**Run 1: cell classes on the final placement**

(4 px per um)
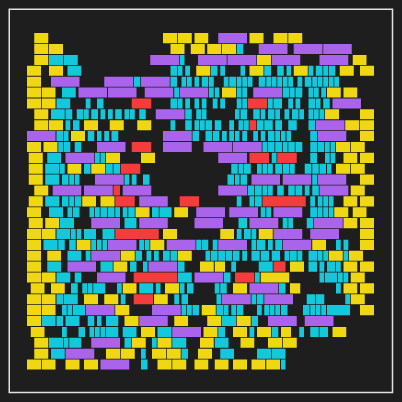
**Run 1: drive-strength map**

(4 px per um)
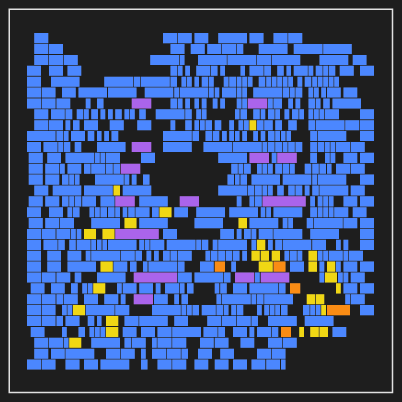
**Run 1: track usage over the die**

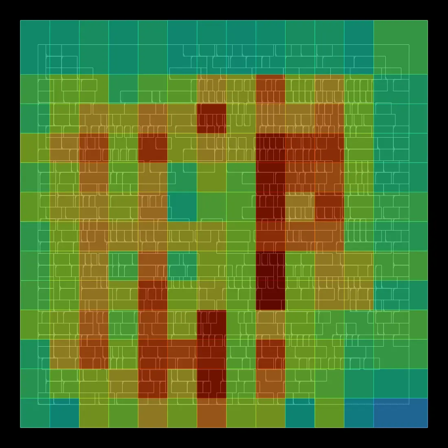
File: src/rtl/rf_wb_arbiter_pkg.sv
// rf_wb_arbiter_pkg: shared port indices and default widths for the writeback arbiter
package rf_wb_arbiter_pkg;
    localparam int PORT_ALU = 0;
    localparam int PORT_LSU = 1;
    localparam int RF_ADDR_LEN_DEF = 5;
    localparam int RF_DATA_LEN_DEF = 32;
endpackage

File: src/rtl/rf_wb_arbiter_rr.sv
// rr_arbiter2: two-input round-robin grant, favouring the port not granted last
module rr_arbiter2
    import rf_wb_arbiter_pkg::*;
(
    input  logic       clk,
    input  logic       rst,
    input  logic [1:0] valid,
    output logic [1:0] grant
);
    logic last_grant_q;
    logic last_grant_d;

    // Grant a lone requester outright; on conflict pick the port not granted last
    always_comb begin
        grant = rst ? 2'b00 : (&valid) ? (last_grant_q ? 2'b01 : 2'b10) : valid;
        last_grant_d = grant[PORT_LSU] ? 1'b1 : grant[PORT_ALU] ? 1'b0 : last_grant_q;
    end

    // Reset to port 1 so port 0 wins the first conflict
    always_ff @(posedge clk) begin
        if (rst) last_grant_q <= 1'b1;
        else     last_grant_q <= last_grant_d;
    end
endmodule

File: src/rtl/rf_wb_arbiter.sv
// rf_wb_arbiter: arbitrates ALU/LSU writebacks into one register-file write port and tracks pending writes
module rf_wb_arbiter
    import rf_wb_arbiter_pkg::*;
#(
    parameter int RF_ADDR_LEN = RF_ADDR_LEN_DEF,
    parameter int RF_DATA_LEN = RF_DATA_LEN_DEF
) (
    input  logic                      clk,
    input  logic                      rst,
    input  logic                      rsv_valid,
    input  logic [RF_ADDR_LEN-1:0]    rsv_addr,
    input  logic                      req0_valid,
    output logic                      req0_ready,
    input  logic [RF_ADDR_LEN-1:0]    req0_addr,
    input  logic [RF_DATA_LEN-1:0]    req0_data,
    input  logic                      req1_valid,
    output logic                      req1_ready,
    input  logic [RF_ADDR_LEN-1:0]    req1_addr,
    input  logic [RF_DATA_LEN-1:0]    req1_data,
    output logic                      rf_w_en,
    output logic [RF_ADDR_LEN-1:0]    rf_rd_addr,
    output logic [RF_DATA_LEN-1:0]    rf_rd_data,
    output logic [2**RF_ADDR_LEN-1:0] pending
);
    localparam int NREG = 2**RF_ADDR_LEN;

    logic [1:0]             grant;
    logic                   xfer;
    logic                   wr;
    logic [RF_ADDR_LEN-1:0] xfer_addr;
    logic [RF_DATA_LEN-1:0] xfer_data;
    logic [NREG-1:0]        set_mask;
    logic [NREG-1:0]        clr_mask;
    logic [NREG-1:0]        pending_q, pending_d;
    logic                   rf_w_en_q, rf_w_en_d;
    logic [RF_ADDR_LEN-1:0] rf_rd_addr_q, rf_rd_addr_d;
    logic [RF_DATA_LEN-1:0] rf_rd_data_q, rf_rd_data_d;

    rr_arbiter2 u_arb (
        .clk   (clk),
        .rst   (rst),
        .valid ({req1_valid, req0_valid}),
        .grant (grant)
    );

    assign req0_ready = grant[PORT_ALU];
    assign req1_ready = grant[PORT_LSU];
    assign rf_w_en    = rf_w_en_q;
    assign rf_rd_addr = rf_rd_addr_q;
    assign rf_rd_data = rf_rd_data_q;
    assign pending    = pending_q;

    // Select the granted payload, update the pending bitmap (set wins) and stage the write
    always_comb begin
        xfer = |grant;
        xfer_addr = grant[PORT_LSU] ? req1_addr : req0_addr;
        xfer_data = grant[PORT_LSU] ? req1_data : req0_data;
        wr = xfer && (xfer_addr != '0);
        set_mask = '0;
        clr_mask = '0;
        if (rsv_valid && (rsv_addr != '0)) set_mask[rsv_addr] = 1'b1;
        if (wr) clr_mask[xfer_addr] = 1'b1;
        pending_d = (pending_q & ~clr_mask) | set_mask;
        pending_d[0] = 1'b0;
        rf_w_en_d = wr;
        rf_rd_addr_d = wr ? xfer_addr : rf_rd_addr_q;
        rf_rd_data_d = wr ? xfer_data : rf_rd_data_q;
    end

    // Output register stage and pending bitmap
    always_ff @(posedge clk) begin
        if (rst) begin
            pending_q    <= '0;
            rf_w_en_q    <= 1'b0;
            rf_rd_addr_q <= '0;
            rf_rd_data_q <= '0;
        end else begin
            pending_q    <= pending_d;
            rf_w_en_q    <= rf_w_en_d;
            rf_rd_addr_q <= rf_rd_addr_d;
            rf_rd_data_q <= rf_rd_data_d;
        end
    end
endmodule

File: config.mk
export PLATFORM = sky130hd
export DESIGN_NAME = rf_wb_arbiter
export DESIGN_NICKNAME = d
export VERILOG_FILES = /design/src/rtl/rf_wb_arbiter_pkg.sv /design/src/rtl/rf_wb_arbiter_rr.sv /design/src/rtl/rf_wb_arbiter.sv
export SDC_FILE = /design/constraint.sdc
export NUM_CORES = 1
export LEC_CHECK = 0
export ABC_AREA = 1
export ABC_CLOCK_PERIOD_IN_PS = 3200
export CORE_MARGIN = 4
export CORE_UTILIZATION = 45
export DETAILED_ROUTE_END_ITERATION = 7
export PLACE_DENSITY = 0.86
export SLEW_MARGIN = 30
export SYNTH_ARGS = -nofsm -noshare
export SYNTH_HDL_FRONTEND = slang
export SYNTH_HIERARCHICAL = 1
export SYNTH_SLANG_ARGS = --single-unit
File: constraint.sdc
create_clock -name clk -period 3.2 [get_ports clk]
set_input_delay 0.64 -clock clk [delete_from_list [all_inputs] [get_ports clk]]
set_output_delay 0.64 -clock clk [all_outputs]
set_load 0.02 [all_outputs]
==> results.json, run 1 <==
{
  "setup_viol": 0,
  "critical_path.most_common_cell": "sky130_fd_sc_hd__clkdlybuf4s50_1",
  "finalHoldWorstSlack_ns": 0.4662,
  "finalWorstPathRequiredPeriod_ns": 2.784,
  "synth_top_flop_cell": "sky130_fd_sc_hd__dfxtp_1",
  "ys_cells": 476,
  "final_min_period_over_clock_period_pct": 86.99,
  "critPathBufInv": 2,
  "fp-row-count": 31,
  "critPathTopFamily": "buffers and inverters",
  "worst_setup_hold_path_clk_slew_ns": 0.07,
  "ys_async_sr_fraction_pct": 0,
  "fin_setup_tns_ns": 0,
  "rrSetupSlack_ns": 1.19,
  "synthDominantAreaCellType": "sky130_fd_sc_hd__dfxtp_1",
  "vias_per_cell": 5.223,
  "cts_made_buffers": 9,
  "core_area_mm2": 0.007331,
  "pin_count_of_the_biggest_net_entering_global_routing": 68,
  "relSlewSlack_pct": 41.74,
  "cts-htree-levels": 3,
  "cts.root.buffer_cell": "sky130_fd_sc_hd__clkbuf_8",
  "synthesis.nets": 560,
  "die_width_um": 95.44,
  "layout.nets": 701,
  "antenna_violating_nets_post_route": 0,
  "worst-r2r-cell-count": 6,
  "run_status": "complete, no violations",
  "holdPathStages": 2,
  "ys_seq_share_pct": 40.73,
  "worst_r2r_endpoint": "rf_rd_data[24]",
  "crit_path_cell_trace": "clkdlybuf4s50_1 > nand2_1 > a21oi_4 > clkdlybuf4s50_1",
  "dieArea_mm2": 0.009109,
  "diodes": 0,
  "finalHoldViolations": 0,
  "hold_path_startpoint": "pending[9]",
  "worstReg2RegStart": "u_arb/last_grant_q",
  "synth_dominant_cell_count": "sky130_fd_sc_hd__nand2_1",
  "finalWeightedCongestion": 0.9019,
  "detailed_place_hpwl_um": 7680,
  "fraction_of_final_layout_cells_with_drive_strength_greater_than_1_pct": 7.717,
  "wire_length_of_the_first_global_routing_pass_um": 16360,
  "max_freq_ghz": 0.3592,
  "post-cts-setup-buffers": 0,
  "clk_latency_ns": 0.34,
  "netlist_top_cells_count": "126 x sky130_fd_sc_hd__nand2_1, 70 x sky130_fd_sc_hd__dfxtp_1, 59 x sky130_fd_sc_hd__a21oi_1, 51 x sky130_fd_sc_hd__nand3_1, 43 x sky130_fd_sc_hd__nor2_1",
  "setup.worst_path.class": "in -> out",
  "power.density_mw_per_mm2": 452.5,
  "yosys.stat.chipArea_mm2": 0.003441,
  "cts.path.max_buffers": 2,
  "mappedNetlistArea_mm2": 0.003441,
  "skew_ns": 0.004744,
  "timing_worst_slew_pin_value_ns": 0.8686,
  "postSynthAreaPerCell_um2": 7.229,
  "grt.overflow.total": 0,
  "holdCritPathClass": "reg -> reg",
  "critical_path_required_ns": 2.56,
  "drt_drc_violations_left": 0
}
Notes on 'cell classes on the final placement' above:
yellow -> other buffers and delay cells  # cells 158, share of their area 31%
purple -> flops  # cells 70, share of their area 27%
cyan -> all other logic  # cells 378, share of their area 37%
red -> clock drivers and dummy loads  # cells 16, share of their area 4.8%

Notes on 'drive-strength map' above:
yellow -> drive 2  # cells 29, share 4.7%
purple -> drive 6 and up  # cells 14, share 2.3%
blue -> drive 1 or less  # cells 574, share 92%
orange -> drive 3 to 4  # cells 5, share 0.80%

Notes on 'track usage over the die' above:
Global Route met1 Usage: 26.78%
GR Util All Layers: 23.16%

[run 1: tightest hold or removal path, stage by stage (launching register included)]
cell	delay, ns
sky130_fd_sc_hd__dfxtp_1	0.32
sky130_fd_sc_hd__nand2_1	0.06
sky130_fd_sc_hd__a21oi_1	0.05
[run 1: worst max path at each step]
stage                from        endpoint  slack [ns]  depth (start not counted)
5_1_grt               rst      req1_ready        0.33                          5
3_5_place_dp          rst  rf_rd_data[21]        0.36                          9
6_report       req1_valid      req1_ready        0.42                          4
4_1_cts        req1_valid      req1_ready        0.40                          4
3_3_place_gp   req1_valid      req1_ready        0.41                          4
2_1_floorplan         rst     pending[29]        0.83                         11
[run 1: routing by layer]
metal  vias to the layer above  routed length [um]  GRT usage (%)
met5                         -                   0              0
met1                      1685                4015          26.78
met3                        20                1257          7.340
met2                       219                5075          39.42
met4                         0                 257          9.716
li1                       1842                   -              -
[run 1: area by class of cell]
type                       instances  area [um^2]
timing repair buffer             158         1584
fill                             568         2093
clock buffer                      10        137.6
sequential                        70         1401
clock inverter                     6        108.9
tap                               99        123.9
inverter                          27        101.3
multi-input combinational        351         1780
[run 1: sequential cells by signal, summed over array words and instances, names as in the netlist]
register	cells
u_arb/last_grant_q	1
rf_rd_addr	5
rf_rd_data	32
rf_w_en	1
pending	31
[run 1: cell families (layout without fill, tap and decap cells)]
| group | after synthesis | in the layout | share of synthesized area, % |
|---|---|---|---|
| muxes | 32 | 32 | 9.309 |
| other | 1 | 1 | 0.1090 |
| AOI/OAI and AO/OA | 81 | 81 | 12.98 |
| DFF | 70 | 70 | 40.73 |
| and+or+nand+nor | 237 | 237 | 29.02 |
| buffers and inverters | 55 | 201 | 7.854 |
[run 1: cell usage in the layout, fill, tap and decap left out]
cell                              count
sky130_fd_sc_hd__buf_4                3
sky130_fd_sc_hd__nor3_1               1
sky130_fd_sc_hd__nor2_1              43
sky130_fd_sc_hd__nand3_1             51
sky130_fd_sc_hd__clkinv_2             2
sky130_fd_sc_hd__inv_1               23
sky130_fd_sc_hd__clkdlybuf4s50_1    154
sky130_fd_sc_hd__conb_1               1
sky130_fd_sc_hd__nand4_1              3
sky130_fd_sc_hd__or2_2                1
sky130_fd_sc_hd__clkinv_4             1
sky130_fd_sc_hd__clkbuf_8            10
sky130_fd_sc_hd__nor2_2               5
sky130_fd_sc_hd__a21oi_4              1
sky130_fd_sc_hd__a21oi_1             58
sky130_fd_sc_hd__o21ai_2              1
sky130_fd_sc_hd__a21oi_2             10
sky130_fd_sc_hd__nand3_2              1
sky130_fd_sc_hd__nand2_2              6
sky130_fd_sc_hd__dfxtp_1             70
sky130_fd_sc_hd__clkinv_1             1
sky130_fd_sc_hd__o21ai_0             11
sky130_fd_sc_hd__buf_12               1
sky130_fd_sc_hd__inv_2                3
sky130_fd_sc_hd__mux2i_1             32
sky130_fd_sc_hd__bufinv_16            3
sky130_fd_sc_hd__nand2_1            126
[run 1: through the flow]
step,instances,util [%]
global placement,705,68.08
global route,721,71.45
CTS,721,71.45
floorplan,476,-
detailed placement,705,68.08
finish,721,71.45
[run 1: report_power, final]
group	switching (uW)	internal, uW
Combinational	283	261
Clock	336	538
Sequential	29.6	922
==> run 2: changes to the inputs <==
--- a/config.mk
+++ b/config.mk
@@ -11,6 +11,7 @@
 export CORE_UTILIZATION = 45
 export DETAILED_ROUTE_END_ITERATION = 7
 export PLACE_DENSITY = 0.86
+export REMOVE_ABC_BUFFERS = 1
 export SLEW_MARGIN = 30
 export SYNTH_ARGS = -nofsm -noshare
 export SYNTH_HDL_FRONTEND = slang
**Run 2: drive-strength map**

(4 px per um)
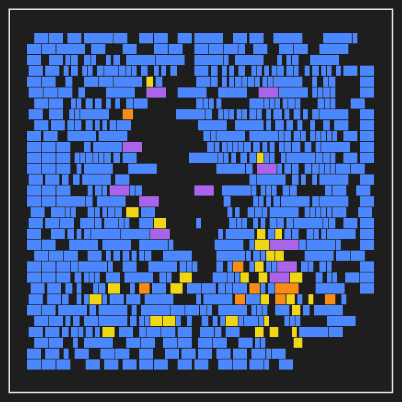
purple -> drive 6 and up  # cells 11, share 1.8%
blue -> drive 1 or less  # cells 574, share 92%
orange -> drive 3 to 4  # cells 8, share 1.3%
yellow -> drive 2  # cells 30, share 4.8%

==> run 2 against run 1 <==
  * Core utilization fell by 0.87 points
  * Via count decreased by 2.6%
  * Final area fell by 1.2%
  * Synthesized area did not move
  * Sequential cell count unchanged
  * Cell count rose by 0.14%
  * Fmax up 3.2%
  * Clock power shrank 28%
  * Sequential share of layout area up 0.33 points
  * Die area unchanged
==> results.json, run 2 <==
{
  "timing_worst_slew_pin_value_ns": 0.9455,
  "crit_path_cell_trace": "clkdlybuf4s50_1 > inv_2 > nand2_1 > a21oi_4 > clkdlybuf4s50_1",
  "cts.root.buffer_cell": "sky130_fd_sc_hd__clkbuf_8",
  "largest_register_ffs": 32,
  "ys_cells": 476,
  "run_status": "complete, no violations",
  "share_comb_of_total_power_pct": 25.3,
  "post-cts-setup-buffers": 0,
  "detailed_place_hpwl_um": 7491,
  "clk_latency_ns": 0.33,
  "ys_async_sr_fraction_pct": 0,
  "critPathTopFamily": "buffers and inverters",
  "share_clk_of_total_power_pct": 29.6,
  "fraction_of_final_layout_cells_with_drive_strength_greater_than_1_pct": 7.865,
  "timing.critical_path.from": "rst",
  "cp_num_cells": 5,
  "cts.path.max_buffers": 2,
  "worst-r2r-cell-count": 9,
  "wire_length_of_the_first_global_routing_pass_um": 15170,
  "vias_per_cell": 5.082,
  "globalRouteTotalUtil_pct": 21.32,
  "holdCritPathClass": "reg -> reg",
  "setup.worst_path.class": "in -> out",
  "mappedNetlistArea_mm2": 0.003441,
  "critical_path.most_common_cell": "sky130_fd_sc_hd__clkdlybuf4s50_1",
  "synth-edff-count": 0,
  "final_common_cell": "sky130_fd_sc_hd__clkdlybuf4s50_1",
  "diodes": 0,
  "synthDominantAreaCellType": "sky130_fd_sc_hd__dfxtp_1",
  "synth_top_flop_cell": "sky130_fd_sc_hd__dfxtp_1",
  "max_freq_ghz": 0.3708,
  "power.switching_fraction_pct": 29.93,
  "power_switching_uw": 632.8,
  "die_width_um": 95.44,
  "layout.nets": 702,
  "postSynthAreaPerCell_um2": 7.229,
  "fp-row-count": 31,
  "ys_top_cells_by_area": "sky130_fd_sc_hd__dfxtp_1 41%, sky130_fd_sc_hd__nand2_1 14%, sky130_fd_sc_hd__mux2i_1 9.3%",
  "critical_path.endpoint": "req1_ready",
  "fin_util_pct": 70.58,
  "worst_setup_hold_path_clk_slew_ns": 0.07,
  "synth_dominant_cell_count": "sky130_fd_sc_hd__nand2_1",
  "yosys.stat.chipArea_mm2": 0.003441,
  "antenna_violating_nets_post_route": 0,
  "setup_viol": 0,
  "finalWeightedCongestion": 0.9333,
  "post_synth_inst_count": 476,
  "netlist_top_cells_count": "126 x sky130_fd_sc_hd__nand2_1, 70 x sky130_fd_sc_hd__dfxtp_1, 59 x sky130_fd_sc_hd__a21oi_1, 51 x sky130_fd_sc_hd__nand3_1, 43 x sky130_fd_sc_hd__nor2_1",
  "final_min_period_over_clock_period_pct": 84.28,
  "ys_seq_share_pct": 40.73,
  "critPathBufInv": 3,
  "dieArea_mm2": 0.009109,
  "drt_drc_violations_left": 0,
  "grt.overflow.total": 0,
  "worstReg2RegStart": "u_arb/last_grant_q",
  "cp-start-kind": "primary input",
  "worst_r2r_endpoint": "rf_rd_data[12]",
  "power.density_mw_per_mm2": 408.7,
  "core_area_mm2": 0.007331,
  "relSlewSlack_pct": 36.90,
  "critical_path_required_ns": 2.56,
  "finalHoldViolations": 0,
  "power.sequential.fraction_pct": 45.1,
  "layout_top_cells": "154 x sky130_fd_sc_hd__clkdlybuf4s50_1, 126 x sky130_fd_sc_hd__nand2_1, 70 x sky130_fd_sc_hd__dfxtp_1",
  "ys.warnings.count": 6,
  "antenna_violations_before_repair": 0,
  "rrSetupSlack_ns": 1.28,
  "yosys.area.top_type_share_pct": 40.73,
  "cts-htree-levels": 3,
  "power_report.internal_total_uw": 1482,
  "finalWorstPathRequiredPeriod_ns": 2.697,
  "pin_count_of_the_biggest_net_entering_global_routing": 68,
  "skew_ns": 0.007478,
  "vias": 3669,
  "cts_made_buffers": 9
}
**Run 2: layout detail**

Window x 11 to 36, y 59 to 84 um. Cells in grey, sequential cells in the stronger grey; small squares are vias.
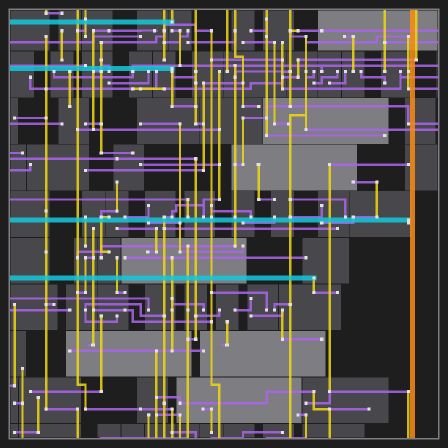
orange -> met4
purple -> met1
yellow -> met2
cyan -> met3
netlist names of flops here include = `rf_rd_data` (7)
most frequent = a21oi_1 (9)
sequential cells in the window = 7
cells with their middle in the window = 54

[run 2: cell counts after synthesis]
No cell type changed its count.
[run 2: worst min path at each step]
stage                       start            endpoint  slack (ns)  depth (start not counted)
6_report               pending[9]          pending[9]        0.46                          2
5_1_grt             rf_rd_addr[0]       rf_rd_addr[0]        0.48                          2
3_3_place_gp           pending[5]          pending[5]        0.45                          2
4_1_cts             rf_rd_addr[0]       rf_rd_addr[0]        0.47                          2
3_5_place_dp        rf_rd_addr[0]       rf_rd_addr[0]        0.46                          2
2_1_floorplan  u_arb/last_grant_q  u_arb/last_grant_q        0.48                          3
[run 2: metal layers]
| metal | routed length (um) | share of wire, % | vias to the layer above | track usage (%) |
|---|---|---|---|---|
| li1 | - | - | 1839 | - |
| met1 | 3781 | 38 | 1637 | 23.93 |
| met2 | 4830 | 49 | 183 | 37.14 |
| met3 | 1234 | 12 | 10 | 8.603 |
| met4 | 108 | 1.1 | 0 | 6.161 |
| met5 | 0 | 0 | - | 0 |
[run 2: layout make-up]
class / count / area [um^2]
Multi-Input combinational cell: 351 / 1780
Inverter: 27 / 101.3
Clock inverter: 6 / 37.54
Tap cell: 99 / 123.9
Timing Repair Buffer: 159 / 1592
Fill cell: 592 / 2157
Sequential cell: 70 / 1401
Clock buffer: 10 / 137.6
[run 2: cell families after synthesis]
family                 synth area share, %
AOI/OAI and AO/OA                    12.98
other                               0.1090
buffers and inverters                7.854
muxes                                9.309
DFF                                  40.73
and+or+nand+nor                      29.02
[run 2: per-stage QoR]
stage | area (um^2) | total power [uW] | std cells | hold WS, ns | setup TNS [ns]
floorplan | 3272 | 1239 | 448 | 0.4792 | -176.47
global placement | 4999 | 1497 | 706 | 0.4472 | 0
detailed placement | 4999 | 1507 | 706 | 0.4559 | 0
CTS | 5174 | 2131 | 722 | 0.4678 | 0
global route | 5174 | 2218 | 722 | 0.4849 | 0
finish | 5174 | 2114 | 722 | 0.4649 | 0
[run 2: power groups by stage]
stage	clock (uW)	sequential, uW	combinational [uW]
4_1_cts	640	953	538
3_3_place_gp	0	969	527
2_1_floorplan	0	1030	210
5_1_grt	682	958	579
3_5_place_dp	0	972	535
6_report	626	953	536
[run 2: worst reg2reg max path: cells and delay by family (launching register included)]
| family | cells | cell delay, ns |
|---|---|---|
| buffers and inverters | 2 | 0.64 |
| AND/OR/NAND/NOR | 7 | 0.76 |
| flip-flops | 1 | 0.43 |
==> run 3: changes to the inputs <==
--- a/config.mk
+++ b/config.mk
@@ -6,11 +6,11 @@
 export NUM_CORES = 1
 export LEC_CHECK = 0
 export ABC_AREA = 1
-export ABC_CLOCK_PERIOD_IN_PS = 3200
+export ABC_CLOCK_PERIOD_IN_PS = 2550
 export CORE_MARGIN = 4
-export CORE_UTILIZATION = 45
+export CORE_UTILIZATION = 42
 export DETAILED_ROUTE_END_ITERATION = 7
-export PLACE_DENSITY = 0.86
+export PLACE_DENSITY = 0.81
 export REMOVE_ABC_BUFFERS = 1
 export SLEW_MARGIN = 30
 export SYNTH_ARGS = -nofsm -noshare
==> constraint.sdc (replaced) <==
create_clock -name clk -period 2.55 [get_ports clk]
set_input_delay 0.51 -clock clk [delete_from_list [all_inputs] [get_ports clk]]
set_output_delay 0.51 -clock clk [all_outputs]
set_load 0.02 [all_outputs]
**Run 3: layout detail**

Window x 12 to 37, y 61 to 86 um. Cells in grey, sequential cells in the stronger grey; small squares are vias.
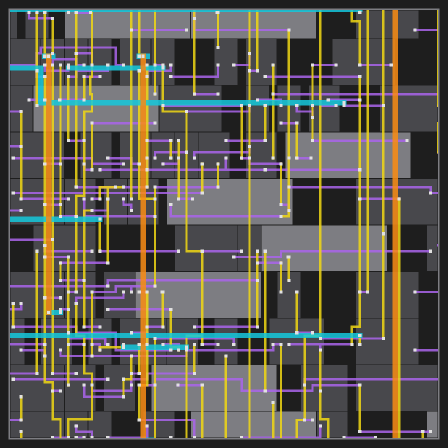
orange -> met4
purple -> met1
cyan -> met3
yellow -> met2
cells with their middle in the window = 62
most frequent = nand2_1 (10)
netlist names of flops here include = `rf_rd_data` (9)
sequential cells in the window = 9

==> run 3 against run 2 <==
  * Global-route usage down 0.28 points
  * Synthesized cell count unchanged
  * Core utilization down 2.9 points
  * Sequential cell count unchanged
==> results.json, run 3 <==
{
  "post-cts-setup-buffers": 0,
  "highest_layer": "met4",
  "worst_setup_hold_path_clk_slew_ns": 0.06,
  "cts-htree-levels": 3,
  "layout_top_cells": "153 x sky130_fd_sc_hd__clkdlybuf4s50_1, 126 x sky130_fd_sc_hd__nand2_1, 70 x sky130_fd_sc_hd__dfxtp_1",
  "wire_length_of_the_first_global_routing_pass_um": 16670,
  "yosys.stat.chipArea_mm2": 0.003441,
  "antenna_violations_before_repair": 0,
  "vias_per_cell": 5.111,
  "holdCritPathClass": "reg -> reg",
  "detailed_place_hpwl_um": 8182,
  "ys_async_sr_fraction_pct": 0,
  "finalWeightedCongestion": 0.8867,
  "cts.root.buffer_cell": "sky130_fd_sc_hd__clkbuf_8",
  "netlist_top_cells_count": "126 x sky130_fd_sc_hd__nand2_1, 70 x sky130_fd_sc_hd__dfxtp_1, 59 x sky130_fd_sc_hd__a21oi_1, 51 x sky130_fd_sc_hd__nand3_1, 43 x sky130_fd_sc_hd__nor2_1",
  "setup_viol": 0,
  "mux_share_pct": 9.309,
  "grt.overflow.total": 0,
  "antenna_violating_nets_post_route": 0,
  "ys_seq_share_pct": 40.73,
  "final_min_period_over_clock_period_pct": 97.35,
  "die_width_um": 98.51,
  "layout.nets": 717,
  "fin_setup_tns_ns": 0,
  "met3_length_um": 1245,
  "synth_compound_gate_area_share_pct": 12.98,
  "yosys.area.top_type_share_pct": 40.73,
  "mappedNetlistArea_mm2": 0.003441,
  "finalHoldViolations": 0,
  "critPathTopFamily": "buffers and inverters",
  "run_status": "complete, no violations",
  "skew_ns": 0.008478,
  "synth.cellmix.xorXnorShare_pct": 0,
  "post_synth_and_or_nand_nor_area_fraction_pct": 29.02,
  "diodes": 0,
  "clk_latency_ns": 0.34,
  "ys_cells": 476
}
**Run 3: cell classes on the final placement**

(4 px per um)
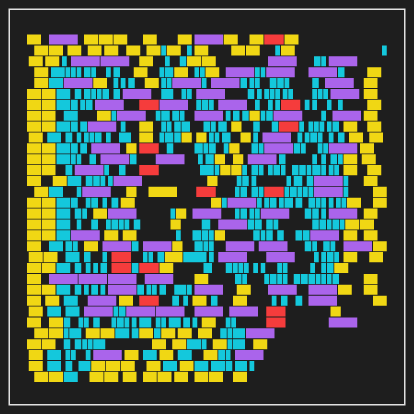
yellow -> other buffers and delay cells  # cells 174, share of their area 33%
cyan -> all other logic  # cells 378, share of their area 36%
red -> clock drivers and dummy loads  # cells 14, share of their area 3.7%
purple -> flops  # cells 70, share of their area 27%

## run 3: netlist changes by cell type in the layout (fill, tap and decap cells not counted), sizes merged
| cell | change |
|---|---|
| clkbuf | +4 |
| buf | +15 |
| clkinvlp | -3 |
| dlymetal6s2s | +1 |
| clkdlybuf4s50 | -1 |
| clkinv | -3 |
## run 3: kinds of logic (layout without fill, tap and decap cells)
group	Yosys count	after routing
simple gates	237	237
flops	70	70
mux	32	32
compound gates	81	81
other cells	1	1
buf+inv	55	215
## run 3: layout make-up
class / count / area [um^2] / share of cell area (%)
multi-input cells: 351 / 1780 / 33.53
well taps: 102 / 127.6 / 2.403
clock buffers: 14 / 192.7 / 3.629
inverters: 27 / 101.3 / 1.909
flip-flops and latches: 70 / 1401 / 26.39
repair buffers: 174 / 1707 / 32.14
## run 3: worst register-to-register path, stage by stage (launching register included)
cell and delay, ns:
sky130_fd_sc_hd__dfxtp_1 0.41, sky130_fd_sc_hd__inv_2 0.05, sky130_fd_sc_hd__nand2_2 0.07, sky130_fd_sc_hd__nand2_2 0.05, sky130_fd_sc_hd__nor2_2 0.11, sky130_fd_sc_hd__or2_2 0.17, sky130_fd_sc_hd__buf_4 0.53, sky130_fd_sc_hd__nand3_1 0.21
sky130_fd_sc_hd__nand2_1 0.10, sky130_fd_sc_hd__nor2_1 0.04
## run 3: per-stage QoR
stage               power, uW  util (%)
finish                   2753     67.67
global route             2879     67.67
CTS                      2770     67.63
detailed placement       1917     65.18
global placement         1902     65.18
floorplan                1555         -
## run 3: layer usage
| metal | vias up | global-route usage (%) |
|---|---|---|
| li1 | 1870 | - |
| met1 | 1663 | 23.83 |
| met2 | 215 | 34.95 |
| met3 | 24 | 8.139 |
| met4 | 0 | 9.664 |
| met5 | - | 0 |
## run 3: power by group
group	leakage (uW)	switching, uW	internal (uW)	total (uW)
Sequential	0.000573	40.4	1160	1200
Combinational	0.00144	349	344	693
Clock	0.000101	386	476	862
## run 3: path summary, 6_finish.rpt
check / from / endpoint / slack [ns] / cells past startpoint
setup / recovery: rst / req0_ready / 0.07 / 6
hold reg to reg: pending[25] / pending[25] / 0.46 / 2
setup reg to reg: u_arb/last_grant_q / rf_rd_data[7] / 0.72 / 9
hold / removal: pending[25] / pending[25] / 0.46 / 2
## run 3: repair_timing
| item | CTS | global route |
|---|---|---|
| hold buffers | 0 | 0 |
| resized | 0 | 1 |
| setup endpoints to repair | 0 | 1 |

==> layout pictures side by side <==
The metal 1 layer.
(4 px per um)
(a)
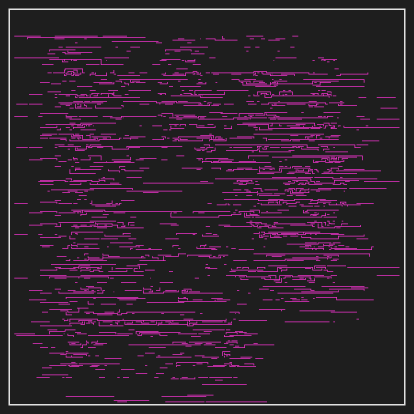
(b)
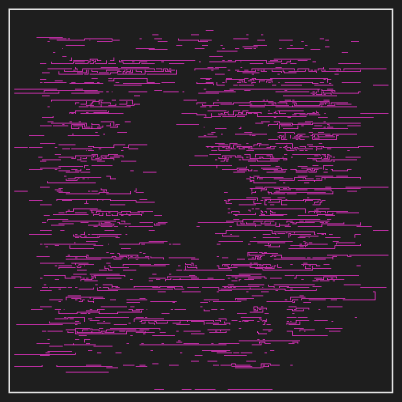
(c)
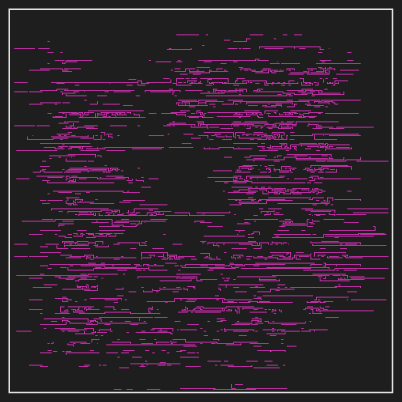
For run 3, see (a).
For run 2, see (b).
For run 1, see (c).

Power figures rest on the tool's default switching activity, not on a simulated workload.
